**Wires at chosen ports, followed through buffers**

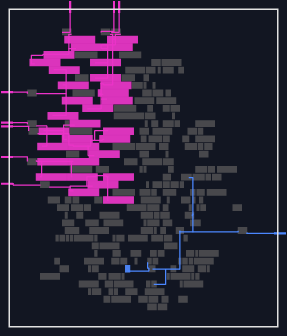
**Signal wires by layer**

The bar under the picture is 20 um long.
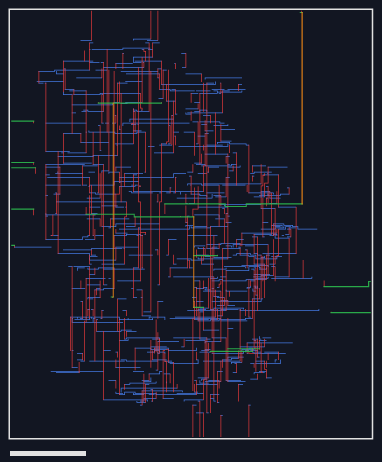
==> src/rtl/io_uart_tx_pkg.sv <==
// Shared constants for the UART transmitter: FSM state encodings and default timing.
package io_uart_tx_pkg;

    localparam logic [1:0] UART_IDLE  = 2'd0;
    localparam logic [1:0] UART_START = 2'd1;
    localparam logic [1:0] UART_DATA  = 2'd2;
    localparam logic [1:0] UART_STOP  = 2'd3;

    localparam int unsigned UART_CLKS_PER_BIT = 16;
    localparam int unsigned UART_FIFO_DEPTH   = 4;

endpackage

==> src/rtl/io_fifo.sv <==
// Synchronous FIFO; a push into a full FIFO is accepted when a pop happens in the same cycle.
module io_fifo #(
    parameter int unsigned DEPTH = 4,
    parameter int unsigned WIDTH = 8
) (
    input  logic                     clk,
    input  logic                     reset,
    input  logic                     push,
    input  logic                     pop,
    input  logic [WIDTH-1:0]         din,
    output logic [WIDTH-1:0]         dout,
    output logic                     full,
    output logic                     empty,
    output logic [$clog2(DEPTH):0]   count
);

    localparam int unsigned AW = $clog2(DEPTH);
    localparam logic [AW:0] FULL_CNT = (AW+1)'(DEPTH);

    logic [WIDTH-1:0] mem [DEPTH];
    logic [AW-1:0]    wptr_q, rptr_q;
    logic [AW:0]      count_q;
    logic             push_ok, pop_ok;

    assign full    = (count_q == FULL_CNT);
    assign empty   = (count_q == '0);
    assign count   = count_q;
    assign dout    = mem[rptr_q];
    assign pop_ok  = pop && !empty;
    assign push_ok = push && (!full || pop_ok);

    always_ff @(posedge clk) begin
        if (push_ok) begin
            mem[wptr_q] <= din;
        end
    end

    // Power-of-two depth lets the pointers wrap by natural overflow.
    always_ff @(posedge clk) begin
        if (reset) begin
            wptr_q  <= '0;
            rptr_q  <= '0;
            count_q <= '0;
        end else begin
            if (push_ok) wptr_q <= wptr_q + 1'b1;
            if (pop_ok)  rptr_q <= rptr_q + 1'b1;
            if (push_ok && !pop_ok)      count_q <= count_q + 1'b1;
            else if (pop_ok && !push_ok) count_q <= count_q - 1'b1;
        end
    end

endmodule

==> src/rtl/io_uart_tx.sv <==
// 8N1 UART transmitter fed by the output-port write strobe through a small FIFO.
module io_uart_tx
    import io_uart_tx_pkg::*;
#(
    parameter int unsigned CLKS_PER_BIT = UART_CLKS_PER_BIT,
    parameter int unsigned FIFO_DEPTH   = UART_FIFO_DEPTH,
    parameter int unsigned DATA_W       = 8
) (
    input  logic              clk,
    input  logic              reset,
    input  logic              we,
    input  logic [DATA_W-1:0] din,
    output logic              tx,
    output logic              full,
    output logic              empty,
    output logic              busy,
    output logic              overflow
);

    localparam int unsigned BW    = $clog2(CLKS_PER_BIT);
    localparam int unsigned IW    = $clog2(DATA_W);
    localparam logic [BW-1:0] BAUD_LAST = BW'(CLKS_PER_BIT - 1);
    localparam logic [IW-1:0] BIT_LAST  = IW'(DATA_W - 1);

    logic [1:0]                  state_q, state_d;
    logic [BW-1:0]               baud_q, baud_d;
    logic [IW-1:0]               bit_q, bit_d;
    logic [DATA_W-1:0]           shift_q, shift_d;
    logic                        tx_q, tx_d;
    logic                        overflow_q, overflow_d;
    logic                        pop;
    logic                        baud_last;
    logic [DATA_W-1:0]           fifo_dout;
    logic [$clog2(FIFO_DEPTH):0] fifo_count;

    io_fifo #(
        .DEPTH (FIFO_DEPTH),
        .WIDTH (DATA_W)
    ) u_fifo (
        .clk   (clk),
        .reset (reset),
        .push  (we),
        .pop   (pop),
        .din   (din),
        .dout  (fifo_dout),
        .full  (full),
        .empty (empty),
        .count (fifo_count)
    );

    assign baud_last = (baud_q == BAUD_LAST);

    // tx_d is the line level for the state being entered, so tx is a clean register output.
    always_comb begin
        state_d = state_q;
        baud_d  = baud_last ? '0 : baud_q + 1'b1;
        bit_d   = bit_q;
        shift_d = shift_q;
        tx_d    = tx_q;
        pop     = 1'b0;
        case (state_q)
            UART_IDLE: begin
                baud_d = '0;
                tx_d   = 1'b1;
                if (!empty) begin
                    pop     = 1'b1;
                    shift_d = fifo_dout;
                    state_d = UART_START;
                    tx_d    = 1'b0;
                end
            end
            UART_START: begin
                if (baud_last) begin
                    state_d = UART_DATA;
                    bit_d   = '0;
                    tx_d    = shift_q[0];
                end
            end
            UART_DATA: begin
                if (baud_last) begin
                    if (bit_q == BIT_LAST) begin
                        state_d = UART_STOP;
                        tx_d    = 1'b1;
                    end else begin
                        shift_d = shift_q >> 1;
                        bit_d   = bit_q + 1'b1;
                        tx_d    = shift_q[1];
                    end
                end
            end
            default: begin
                if (baud_last) begin
                    if (!empty) begin
                        pop     = 1'b1;
                        shift_d = fifo_dout;
                        state_d = UART_START;
                        tx_d    = 1'b0;
                    end else begin
                        state_d = UART_IDLE;
                        tx_d    = 1'b1;
                    end
                end
            end
        endcase
    end

    // A write is dropped only when the FIFO is full and nothing leaves it this cycle.
    assign overflow_d = overflow_q | (we & full & ~pop);

    always_ff @(posedge clk) begin
        if (reset) begin
            state_q    <= UART_IDLE;
            baud_q     <= '0;
            bit_q      <= '0;
            shift_q    <= '0;
            tx_q       <= 1'b1;
            overflow_q <= 1'b0;
        end else begin
            state_q    <= state_d;
            baud_q     <= baud_d;
            bit_q      <= bit_d;
            shift_q    <= shift_d;
            tx_q       <= tx_d;
            overflow_q <= overflow_d;
        end
    end

    assign tx       = tx_q;
    assign busy     = (state_q != UART_IDLE);
    assign overflow = overflow_q;

endmodule
==> config.mk <==
export PLATFORM = sky130hd
export DESIGN_NAME = io_uart_tx
export DESIGN_NICKNAME = d
export VERILOG_FILES = /design/src/rtl/io_uart_tx_pkg.sv /design/src/rtl/io_fifo.sv /design/src/rtl/io_uart_tx.sv
export SDC_FILE = /design/constraint.sdc
export NUM_CORES = 1
export LEC_CHECK = 0
export ABC_AREA = 0
export CAP_MARGIN = 20
export CORE_ASPECT_RATIO = 1.2
export CORE_MARGIN = 4
export CORE_UTILIZATION = 30
export DETAILED_ROUTE_END_ITERATION = 8
export HOLD_SLACK_MARGIN = 0.05
export PLACE_DENSITY_LB_ADDON = 0.3
export SLEW_MARGIN = 40
export SYNTH_ARGS = -nofsm -noshare
export SYNTH_HDL_FRONTEND = slang
export SYNTH_HIERARCHICAL = 1
export SYNTH_SLANG_ARGS = --single-unit
==> constraint.sdc <==
create_clock -name clk -period 2.9 [get_ports clk]
set_input_delay 0.435 -clock clk [delete_from_list [all_inputs] [get_ports clk]]
set_output_delay 0.435 -clock clk [all_outputs]
set_load 0.01 [all_outputs]
==> results_slide.txt <==
Implementation Results

Run status
  • Outcome: completed

Drt
  • Starting DRT DRC Count: 37
  • WL final: 4400 um
  • Vias after detailed routing: 1572
  • DRC errors left: 0
  • Pre-antenna DRT Iters: 4
  • Vias per cell: 4.48

Placement
  • Placed cells: 335
  • Port Buffers: 15
  • DP HPWL: 3070 um
  • Final GP Congestion: 0.670
  • Placed Area: 0.00303 mm^2

Clocking
  • Postcts setup bufs: 0
  • Hold Buf Count CTS: 0
  • Clk buf depth: 2
  • CTS tree: built

Min path
  • WHS Endpoint: baud_q[0]

Cells and area
  • Dominant kind of cell: sequential cells
  • Clock buffer count: 9
  • Comb gates: 129
  • Nets@finish: 255
  • Clock tree cell share of total cell area: 6.20%
  • Signal buffers: 21
  • Layout cells sized above 1: 20.9%
  • Buffering overhead: 6.05%
  • Invs w/o clock: 8
  • Combinational share of cell area: 35.2%
  • Logic area: 0.00113 mm^2
  • Fin cells: 351
  • Flops: 60
  • Fill count: 842

Timing
  • FMAX: 368 MHz
  • Setup-failing EPs final: 0
  • RSZ-0062 raised after global routing: false
  • Setup TNS: 0 ns
  • Worst-Margin Slew: 0.688 ns
  • Final hold vios: 0

Power and ir drop
  • Biggest consumer: sequential cells
  • P_leak: 1.19 nW
  • P_int: 0.00204 W
  • Net Switching: 0.000945 W
  • Combinational power share: 35.6%
  • Sequential power share: 39.3%
  • Power per cell area: 924 mW/mm^2

Synthesis
  • Main flop type: edfxtp_1
  • Adder Share, Synth: 7.15%
  • EDFF count, synth: 32
  • Count leader, synth: edfxtp_1
  • Yosys chip area: 0.00273 mm^2
  • Synthesized area per cell: 13.3 um^2
  • YS warnings: 6
  • Mux cell area share: 15.9%
  • Simple-Gate Fraction of Synth Area: 12.3%
  • Post-Syn Area: 0.00273 mm^2
  • Syn Inst Count: 206
  • Syn_nets: 232
  • Post-synth top cells: edfxtp_1, dfxtp_1, nor2_1, mux2i_1, ha_1
  • Synth Seq Share: 55.7%
  • Top cells by area: edfxtp_1, dfxtp_1, mux4_2, ha_1, mux2i_1

Worst setup path
  • Critical Path End Type: flop
  • Critical Path RT: 3.17 ns
  • Worst Path Arrival: 2.99 ns
  • R2R setup slack: 0.18 ns
  • Reg2Reg Depth: 12
  • Crit path kind: reg2reg
  • Worst setup path startpoint: state_q[0]
  • Setup crit end: u_fifo/count[2]

Floorplan
  • Die Size: 0.0107 mm^2
  • DIE WIDTH: 95.1 um
  • Pre-Place Util: 31.2%
  • TAP cells: 117
  • Io pins: 16
  • Rows: 37
  • Core area: 0.00875 mm^2

Global routing
  • Pin count of the biggest net entering global routing: 19
  • First-pass GRT wire length: 7490 um
  • Number of global-route vias before repair: 1590
Back to the opening pictures, 'wires at chosen ports, followed through buffers':
din: in magenta, bits 8, direction input, end cells 32, buffers 8, wire 353 um. empty: in blue, bits 1, direction output, end cells 1, buffers 2, wire 97.2 um.

Back to the opening pictures, 'signal wires by layer':
metal 2: in red, wire length 2130 um. metal 3: in green, wire length 160 um. metal 1: in blue, wire length 1980 um. metal 4: in orange, wire length 125 um.

==> layer usage <==
metal  vias up  GRT usage (%)  wire length [um]
met3         8           2.68               159
met2        22           14.7              2130
met5         -              0                 0
met1       751           10.6              1980
li1        791              -                 -
met4         0           5.49               125
==> worst max-delay path, stage by stage (launching register included) <==
cell and delay, ns:
dfxtp_1 0.34, inv_1 0.11, ha_1 0.17, or2b_1 0.24, a21oi_1 0.22, inv_1 0.08
a21boi_2 0.16, ha_1 0.20, inv_1 0.06, fa_1 0.37, xor2_1 0.16, or3_2 0.41
a21oi_1 0.14
==> placed cells by master (no fill, tap or decap), types with 2 or more instances in the layout <==
cell type	n
edfxtp_1	32
dfxtp_1	28
nor2_1	21
mux2i_1	15
clkdlybuf4s50_1	15
ha_1	14
nand2b_1	9
clkbuf_8	9
inv_1	8
mux2_2	8
mux4_2	8
nor2b_1	7
buf_4	6
xor2_1	5
and2_2	4
a21oi_1	3
nand2_1	3
o21ai_0	3
nand4_1	2
or2b_1	2
nand3b_1	2
nand3_1	2
a211o_1	2
a31oi_1	2
nor3_1	2
clkinvlp_4	2
clkinv_4	2
==> stage by stage <==
stage               hold slack, ns  util [%]  setup slack [ns]
CTS                          0.451      36.9             0.176
floorplan                    0.418         -             0.131
global route                 0.456      36.9            0.0350
detailed placement           0.438      34.6             0.199
global placement             0.435      34.6             0.273
finish                       0.447      36.9             0.182
==> registers in the layout, summed over array words and instances, names as in the netlist, named ones only <==
signal	count
u_fifo/mem	32
shift_q	8
baud_q	4
bit_q	3
u_fifo/count	3
state_q	2
u_fifo/rptr_q	2
u_fifo/wptr_q	2
overflow	1
tx	1
Power figures rest on the tool's default switching activity, not on a simulated workload.
